Run 1, sequential cells coloured by netlist name:
(3 px per micron)
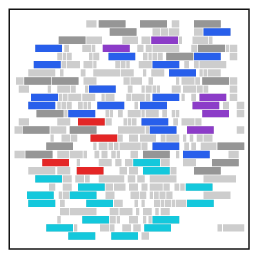
Run 1, port wiring:
(6 px per micron)
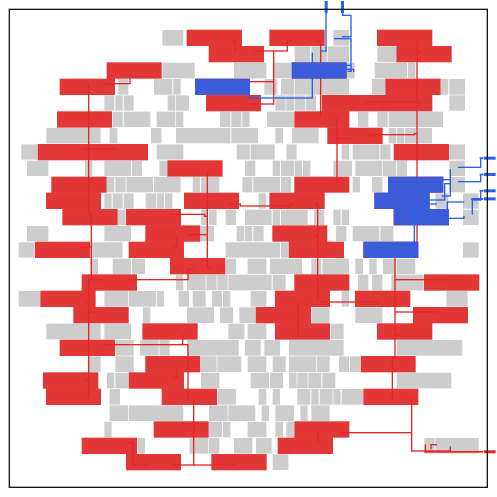
Run 1, placed standard cells:
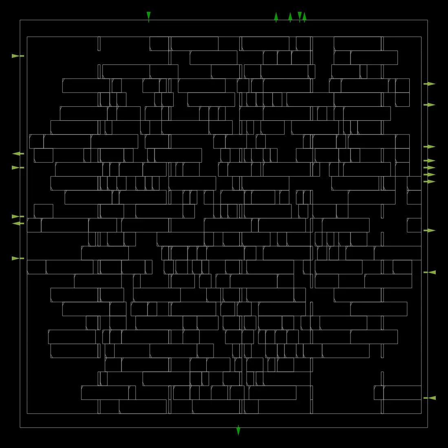
Run 1, routed clock nets over the placement:
(3 px per micron)
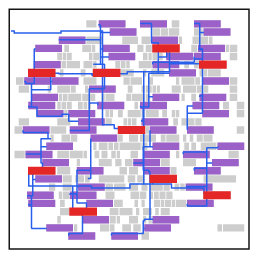
`src/rtl/sensor_conditioner_pkg.sv`:
```
`default_nettype none
// +--------------------------------------------------------------------+
// | sensor_conditioner_pkg                                              |
// | Shared channel map and defaults for the irrigation input stage.     |
// | Revision: 1.0                                                       |
// +--------------------------------------------------------------------+
package sensor_conditioner_pkg;

  localparam int N_CH = 6;

  localparam int CH_H  = 0;
  localparam int CH_M  = 1;
  localparam int CH_L  = 2;
  localparam int CH_US = 3;
  localparam int CH_UA = 4;
  localparam int CH_T  = 5;

  localparam int DEF_SAMPLE_DIV     = 50000;
  localparam int DEF_STABLE_SAMPLES = 8;

  // Bits needed to hold the values 0..n-1 (at least one bit).
  function automatic int cnt_width(input int n);
    return (n <= 2) ? 1 : $clog2(n);
  endfunction

endpackage
`default_nettype wire

```
`src/rtl/sensor_conditioner_if.sv`:
```
`default_nettype none
// +--------------------------------------------------------------------+
// | sensor_conditioner_if                                               |
// | Raw switch inputs and conditioned outputs of the input stage.       |
// | Revision: 1.0                                                       |
// +--------------------------------------------------------------------+
interface sensor_conditioner_if #(
  parameter int N_CH = sensor_conditioner_pkg::N_CH
);

  logic [N_CH-1:0] raw_in;
  logic [N_CH-1:0] clean_out;
  logic            change_pulse;
  logic [N_CH-1:0] changed_mask;
  logic            all_settled;

  modport master (
    output raw_in,
    input  clean_out,
    input  change_pulse,
    input  changed_mask,
    input  all_settled
  );

  modport slave (
    input  raw_in,
    output clean_out,
    output change_pulse,
    output changed_mask,
    output all_settled
  );

endinterface
`default_nettype wire

```
`src/rtl/sensor_conditioner_debounce_channel.sv`:
```
`default_nettype none
// +--------------------------------------------------------------------+
// | debounce_channel                                                    |
// | Tick-sampled debouncer for one synchronised switch bit.             |
// | Revision: 1.0                                                       |
// +--------------------------------------------------------------------+
module debounce_channel
  import sensor_conditioner_pkg::*;
#(
  parameter int STABLE_SAMPLES = DEF_STABLE_SAMPLES,
  parameter bit RESET_BIT      = 1'b0
) (
  input  wire logic clock,
  input  wire logic Rst,
  input  wire logic i_tick,
  input  wire logic i_sync,
  output logic      o_clean,
  output logic      o_flip,
  output logic      o_busy
);

  localparam int              c_CW   = cnt_width(STABLE_SAMPLES);
  localparam logic [c_CW-1:0] c_LAST = c_CW'(STABLE_SAMPLES - 1);
  localparam logic [c_CW-1:0] c_ONE  = c_CW'(1);

  logic [c_CW-1:0] r_cnt;
  logic            r_clean;
  logic            r_flip;

  // The flip strobe is registered alongside the level so both change on the same edge.
  always_ff @(posedge clock or negedge Rst) begin
    if (!Rst) begin
      r_cnt   <= '0;
      r_clean <= RESET_BIT;
      r_flip  <= 1'b0;
    end else begin
      r_flip <= 1'b0;
      if (i_tick) begin
        if (i_sync == r_clean) begin
          r_cnt <= '0;
        end else if (r_cnt == c_LAST) begin
          r_clean <= ~r_clean;
          r_cnt   <= '0;
          r_flip  <= 1'b1;
        end else begin
          r_cnt <= r_cnt + c_ONE;
        end
      end
    end
  end

  assign o_clean = r_clean;
  assign o_flip  = r_flip;
  assign o_busy  = (r_cnt != '0);

endmodule
`default_nettype wire

```
`src/rtl/sensor_conditioner.sv`:
```
`default_nettype none
// +--------------------------------------------------------------------+
// | sensor_conditioner                                                  |
// | Synchronise, sample and debounce the six panel/sensor switches.     |
// | Revision: 1.0                                                       |
// +--------------------------------------------------------------------+
module sensor_conditioner #(
  parameter int              N_CH           = sensor_conditioner_pkg::N_CH,
  parameter int              SAMPLE_DIV     = sensor_conditioner_pkg::DEF_SAMPLE_DIV,
  parameter int              STABLE_SAMPLES = sensor_conditioner_pkg::DEF_STABLE_SAMPLES,
  parameter logic [N_CH-1:0] RESET_VAL      = '0
) (
  input wire logic            clock,
  input wire logic            Rst,
  sensor_conditioner_if.slave bus
);

  import sensor_conditioner_pkg::*;

  localparam int              c_PW         = cnt_width(SAMPLE_DIV);
  localparam logic [c_PW-1:0] c_PRESC_LAST = c_PW'(SAMPLE_DIV - 1);
  localparam logic [c_PW-1:0] c_PRESC_ONE  = c_PW'(1);
  localparam int              c_WW         = cnt_width(STABLE_SAMPLES + 1);
  localparam logic [c_WW-1:0] c_WARM_DONE  = c_WW'(STABLE_SAMPLES);
  localparam logic [c_WW-1:0] c_WARM_ONE   = c_WW'(1);

  logic [N_CH-1:0] r_sync1;
  logic [N_CH-1:0] r_sync2;
  logic [c_PW-1:0] r_presc;
  logic [c_WW-1:0] r_warm;
  logic            r_settled;

  logic            w_tick;
  logic            w_warm_done;
  logic [N_CH-1:0] w_clean;
  logic [N_CH-1:0] w_flip;
  logic [N_CH-1:0] w_busy;

  always_ff @(posedge clock or negedge Rst) begin
    if (!Rst) begin
      r_sync1 <= '0;
      r_sync2 <= '0;
    end else begin
      r_sync1 <= bus.raw_in;
      r_sync2 <= r_sync1;
    end
  end

  assign w_tick = (r_presc == c_PRESC_LAST);

  always_ff @(posedge clock or negedge Rst) begin
    if (!Rst) begin
      r_presc <= '0;
    end else if (w_tick) begin
      r_presc <= '0;
    end else begin
      r_presc <= r_presc + c_PRESC_ONE;
    end
  end

  // Warm-up keeps all_settled low until every channel has seen a full debounce window.
  assign w_warm_done = (r_warm == c_WARM_DONE);

  always_ff @(posedge clock or negedge Rst) begin
    if (!Rst) begin
      r_warm <= '0;
    end else if (w_tick && !w_warm_done) begin
      r_warm <= r_warm + c_WARM_ONE;
    end
  end

  generate
    for (genvar i = 0; i < N_CH; i++) begin : g_ch
      debounce_channel #(
        .STABLE_SAMPLES (STABLE_SAMPLES),
        .RESET_BIT      (RESET_VAL[i])
      ) u_debounce (
        .clock   (clock),
        .Rst     (Rst),
        .i_tick  (w_tick),
        .i_sync  (r_sync2[i]),
        .o_clean (w_clean[i]),
        .o_flip  (w_flip[i]),
        .o_busy  (w_busy[i])
      );
    end
  endgenerate

  always_ff @(posedge clock or negedge Rst) begin
    if (!Rst) begin
      r_settled <= 1'b0;
    end else begin
      r_settled <= w_warm_done && (w_busy == '0) && (r_sync2 == w_clean);
    end
  end

  // Per-channel flip flags are already registered, so the mask needs no extra stage.
  assign bus.clean_out    = w_clean;
  assign bus.change_pulse = |w_flip;
  assign bus.changed_mask = w_flip;
  assign bus.all_settled  = r_settled;

endmodule
`default_nettype wire

```
`src/flat_wrapper.sv`:
```
// flat-port wrapper written by rule: the top's interface ports become plain ports
module sensor_conditioner_flat import sensor_conditioner_pkg::*;
#(
  parameter int              N_CH           = sensor_conditioner_pkg::N_CH,
  parameter int              SAMPLE_DIV     = sensor_conditioner_pkg::DEF_SAMPLE_DIV,
  parameter int              STABLE_SAMPLES = sensor_conditioner_pkg::DEF_STABLE_SAMPLES,
  parameter logic [N_CH-1:0] RESET_VAL      = '0
)
  (clock, Rst, bus_raw_in, bus_clean_out, bus_change_pulse, bus_changed_mask, bus_all_settled);
  sensor_conditioner_if #(.N_CH(N_CH)) bus_i ();
  input wire logic clock;
  input wire logic Rst;
  input wire logic [$bits(bus_i.raw_in)-1:0] bus_raw_in;
  output wire logic [$bits(bus_i.clean_out)-1:0] bus_clean_out;
  output wire logic [$bits(bus_i.change_pulse)-1:0] bus_change_pulse;
  output wire logic [$bits(bus_i.changed_mask)-1:0] bus_changed_mask;
  output wire logic [$bits(bus_i.all_settled)-1:0] bus_all_settled;
  assign bus_i.raw_in = bus_raw_in;
  assign bus_clean_out = bus_i.clean_out;
  assign bus_change_pulse = bus_i.change_pulse;
  assign bus_changed_mask = bus_i.changed_mask;
  assign bus_all_settled = bus_i.all_settled;
  sensor_conditioner #(.N_CH(N_CH), .SAMPLE_DIV(SAMPLE_DIV), .STABLE_SAMPLES(STABLE_SAMPLES), .RESET_VAL(RESET_VAL)) u_core (.clock(clock), .Rst(Rst), .bus(bus_i));
endmodule
```
`config.mk`:
```
export PLATFORM = sky130hd
export DESIGN_NAME = sensor_conditioner_flat
export DESIGN_NICKNAME = d
export VERILOG_FILES = /design/src/rtl/sensor_conditioner_pkg.sv /design/src/rtl/sensor_conditioner_if.sv /design/src/rtl/sensor_conditioner_debounce_channel.sv /design/src/rtl/sensor_conditioner.sv /design/src/flat_wrapper.sv
export SDC_FILE = /design/constraint.sdc
export NUM_CORES = 1
export LEC_CHECK = 0
export CAP_MARGIN = 20
export CORE_MARGIN = 1
export CORE_UTILIZATION = 49
export CTS_BUF_LIST = sky130_fd_sc_hd__clkbuf_16
export CTS_CLUSTER_SIZE = 20
export DETAILED_ROUTE_END_ITERATION = 10
export PLACE_DENSITY = 0.7
export SLEW_MARGIN = 10
export SYNTH_ARGS = -nofsm -noshare
export SYNTH_HDL_FRONTEND = slang
export SYNTH_SLANG_ARGS = --single-unit
```
`constraint.sdc`:
```
create_clock -name clock -period 1.8 [get_ports clock]
set_input_delay 0.36 -clock clock [delete_from_list [all_inputs] [get_ports clock]]
set_output_delay 0.36 -clock clock [all_outputs]
set_load 0.05 [all_outputs]
```
==> results.txt, run 1 <==
flow finished, numbers: Clock H-tree levels 3, met2 usage 25.3%, number of logic gates ~160, adder and majority gate portion of the synthesized area a little under 9%, and+or+nand+nor area frac approximately 18%, leading post-synthesis cells by cell area sky130_fd_sc_hd__dfrtp_1 54%, sky130_fd_sc_hd__ha_1 8.9%, sky130_fd_sc_hd__nand3_1 3.9%, sky130_fd_sc_hd__xor2_1 3.9%, sky130_fd_sc_hd__buf_4 3.3%, per-cell routed wire length 13.6 microns, final cell count without fillers 359, clock root cell sky130_fd_sc_hd__clkbuf_16, kind of end point of the critical path flip-flop, clock tree buffer depth 2, worst-margin pin slew 0.426 ns, Critical Path RT ~2.0 ns, Peak Freq 584 MHz, DP HPWL 3.31 mm, Power Combinational 60.8 uW, Comb power frac 2.0%, Unique cell types 31, weighted congestion at the end of routability-driven global placement 0.845, area of the core around 5600 sq um, maximum fanout along the worst path 25, ClkCell Share 8.15%, max-capacitance violation count 0, Layout non-clock buf frac 7.75%, pre-CTS setup slack 0.0864 ns, post-detailed-routing wire length 4.87 mm, area growth from synthesis to layout 17.1%, vertical extent of the die 79.4 microns, mux cell area share after synthesis 3.79%, # clk buffers 9, GRT Resource Usage Total 18.3%, result of the run completed
## Picture notes: 'sequential cells coloured by netlist name'
| colour | name in the netlist | placed flops |
|---|---|---|
| cyan | u_core.r_presc | 16 |
| red | u_core.r_warm | 4 |
| blue | u_core.g_ch.u_debounce.r_cnt | 18 |
| purple | u_core.g_ch.u_debounce.o_flip | 6 |
not coloured: 19
total area of sequential cells: 1580 sq um
register fraction of the total cell area: 45.8%

## Picture notes: 'port wiring'
| colour | port | bits | direction | end cells | wire |
|---|---|---|---|---|---|
| blue | bus_changed_mask | 6 | output | 6 | 106 microns |
| red | Rst | 1 | input | 63 | 409 microns |
count of port buffers added during placement: 21
# IOs: 22

## Picture notes: 'placed standard cells'
num rows: 27
registers: 63
well tap count: 72
utilization after layout: 61.0%

## Picture notes: 'routed clock nets over the placement'
[red] clock drivers | count: 9
[purple] flip-flops | count: 63
[blue] clock wires | length: 783 microns
flops lie: spread over the die
Clk Latency, worst-skew pair: 0.33 ns
Clk network pwr share: 51.8%

==> run 2: changes to the inputs <==
--- a/config.mk
+++ b/config.mk
@@ -12,7 +12,7 @@
 export CTS_CLUSTER_SIZE = 20
 export DETAILED_ROUTE_END_ITERATION = 10
 export PLACE_DENSITY = 0.7
-export SLEW_MARGIN = 10
+export SLEW_MARGIN = 20
 export SYNTH_ARGS = -nofsm -noshare
 export SYNTH_HDL_FRONTEND = slang
 export SYNTH_SLANG_ARGS = --single-unit
Run 2, sequential cells coloured by netlist name:
(3 px per micron)
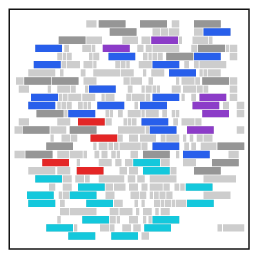
| colour | name in the netlist | placed flops |
|---|---|---|
| cyan | u_core.r_presc | 16 |
| blue | u_core.g_ch.u_debounce.r_cnt | 18 |
| purple | u_core.g_ch.u_debounce.o_flip | 6 |
| red | u_core.r_warm | 4 |
not coloured: 19
Seq power: 1.44 mW

Run 2, placed standard cells:
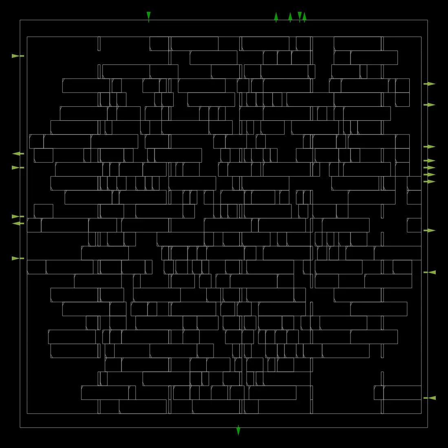
final-layout fill cell count: 434
area of the core: 5640 sq um
final cell count without fillers: 359

==> run 2 against run 1 <==
Compared with the run above: sequential share of layout area unchanged; sequential cell count unchanged; power unchanged; area after synthesis unchanged; combinational power about the same; setup slack unchanged; clock power about the same; global-route usage unchanged; maximum frequency unchanged; clock-buffer cell count unchanged; critical path type unchanged; largest power group unchanged.
==> results.txt, run 2 <==
flow finished, numbers: result of the run completed, count of port buffers added during placement 21 (unchanged), Comb power frac 2.0% (about the same), area growth from synthesis to layout 17.1% (unchanged), register fraction of the total cell area 45.8% (unchanged), # IOs 22 (unchanged), GRT Resource Usage Total 18.3% (unchanged), clock tree buffer depth 2 (unchanged), per-cell routed wire length 13.6 microns (unchanged), max-capacitance violation count 0 (unchanged), vertical extent of the die 79.4 microns (unchanged), adder and majority gate portion of the synthesized area 8.94% (unchanged), Peak Freq 584 MHz (unchanged), leading post-synthesis cells by cell area sky130_fd_sc_hd__dfrtp_1 54%, sky130_fd_sc_hd__ha_1 8.9%, sky130_fd_sc_hd__nand3_1 3.9%, sky130_fd_sc_hd__xor2_1 3.9%, sky130_fd_sc_hd__buf_4 3.3%, weighted congestion at the end of routability-driven global placement 0.845 (unchanged), main logic family after synthesis simple AND/OR/NAND/NOR gates, utilization after layout 61.0% (unchanged), well tap count 72 (unchanged), cell class with the largest area share flip-flops and latches, ClkCell Share 8.15% (unchanged), num rows 27 (unchanged), met2 usage 25.3% (unchanged), Clk network pwr share 51.8% (about the same), kind of start point of the critical path flip-flop, Layout non-clock buf frac 7.75% (unchanged), Clock H-tree levels 3 (unchanged), registers 63 (unchanged), Clk Latency, worst-skew pair 0.33 ns (about the same), mux cell area share after synthesis 3.79% (unchanged), Critical Path RT 2.01 ns (about the same), Power Combinational 60.8 uW (about the same), wire length of the first global-routing pass around 8.4 mm, worst-margin pin slew 0.426 ns (unchanged), clock root cell sky130_fd_sc_hd__clkbuf_16, pre-CTS setup slack 0.0864 ns (unchanged), and+or+nand+nor area frac 17.5% (unchanged), total area of sequential cells 1580 sq um (unchanged), post-detailed-routing wire length 4.87 mm (unchanged)
Run 2, placed cells, one colour a class:
(3 px per micron)
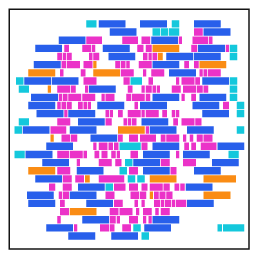

==> run 3: changes to the inputs <==
--- a/config.mk
+++ b/config.mk
@@ -11,6 +11,7 @@
 export CTS_BUF_LIST = sky130_fd_sc_hd__clkbuf_16
 export CTS_CLUSTER_SIZE = 20
 export DETAILED_ROUTE_END_ITERATION = 10
+export GPL_TIMING_DRIVEN = 0
 export PLACE_DENSITY = 0.7
 export SLEW_MARGIN = 20
 export SYNTH_ARGS = -nofsm -noshare
Run 3, placed cells, one colour a class:
(3 px per micron)
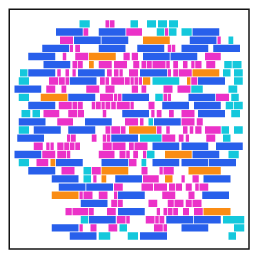
| colour | class | cells |
|---|---|---|
| blue | sequential cells | 63 |
| magenta | combinational and other logic | 178 |
| cyan | remaining buffers and delay cells | 46 |
| orange | clock drivers and dummy loads | 16 |
post-route standard cell area excluding fillers: 3610 sq um
utilization after layout: 63.9%
register fraction of the total cell area: 43.7%

==> run 3 against run 2 <==
Compared with the run above: clock-buffer cell count is the same; global-route usage grew 1.5 points; sequential cell count is the same; largest power group unchanged; non-clock buffer count grew 16; clock power grew 3%; maximum frequency shrank 1.7%; critical path type unchanged; combinational power grew 4.9%; worst hold slack gained 0.31 ns.
==> results.txt, run 3 <==
flow finished, numbers: worst-margin pin slew 0.490 ns (+0.0644 ns), depth of the worst register-to-register path 7, Clk network pwr share 52.5% (+0.7 points), peak supply drop about 0.66 mV, kind of start point of the critical path flip-flop, clock tree buffer depth 2 (unchanged), and+or+nand+nor area frac 17.5% (unchanged), count of port buffers added during placement 21 (unchanged), Synth Seq Share 53.7%, well tap count 72 (unchanged), Largest register FFs 18, grt peak-use layer met2, clock root cell sky130_fd_sc_hd__clkbuf_16, cell class with the largest area share flip-flops and latches, weighted congestion at the end of routability-driven global placement 0.726 (-14%), Post-Synth AOI/OAI Area 2.73%, # IOs 22 (unchanged), adder and majority gate portion of the synthesized area 8.94% (unchanged), area growth from synthesis to layout 22.8%, Crit Path Category flip-flop to flip-flop, area of the core 5640 sq um (unchanged), leading post-synthesis cells by cell area sky130_fd_sc_hd__dfrtp_1 54%, sky130_fd_sc_hd__ha_1 8.9%, sky130_fd_sc_hd__nand3_1 3.9%, sky130_fd_sc_hd__xor2_1 3.9%, sky130_fd_sc_hd__buf_4 3.3%, aggregate negative setup slack 0 ns, pre-CTS setup slack -0.0931 ns (-0.180 ns), Clock H-tree levels 3 (unchanged), library cell with the largest summed area after synthesis sky130_fd_sc_hd__dfrtp_1, met2 usage 30.1% (+4.8 points), Clk Latency, worst-skew pair 0.33 ns (about the same), tool warning count 34, Peak Freq 574 MHz (-1.7%), mux cell area share after synthesis 3.79% (unchanged), Layout non-clock buf frac 11.8% (+4.0 points), per-cell routed wire length 14.5 microns (+6.8%), DRC Markers 0, Critical Path RT 2.01 ns (about the same), wire length of the first global-routing pass 9.13 mm (+8.6%), clock tree from TritonCTS yes, highest signal layer in the routed design met4, parity-gate share of the synthesized area counting xor and xnor cells 6.56%, fraction of area in multi-input gates 32.5%, vertical extent of the die 79.4 microns (unchanged), Seq power 1.44 mW (about the same), registers 63 (unchanged), Comb power frac 2.0% (about the same), result of the run completed, Unique cell types 31, max-capacitance violation count 0 (unchanged), total area of sequential cells 1580 sq um (unchanged), main logic family after synthesis simple AND/OR/NAND/NOR gates, ClkCell Share 8.01% (-0.13 points)
Run 3, placed standard cells:
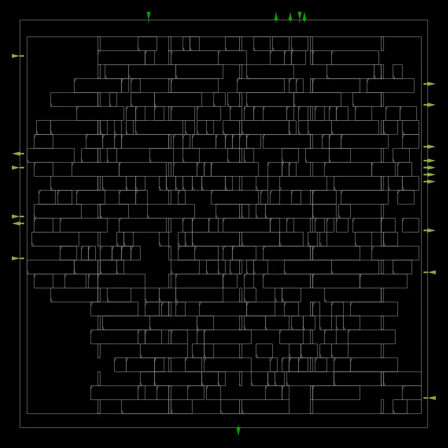
final-layout fill cell count: 452
final cell count without fillers: 375

Power and IR drop assume default switching activity.
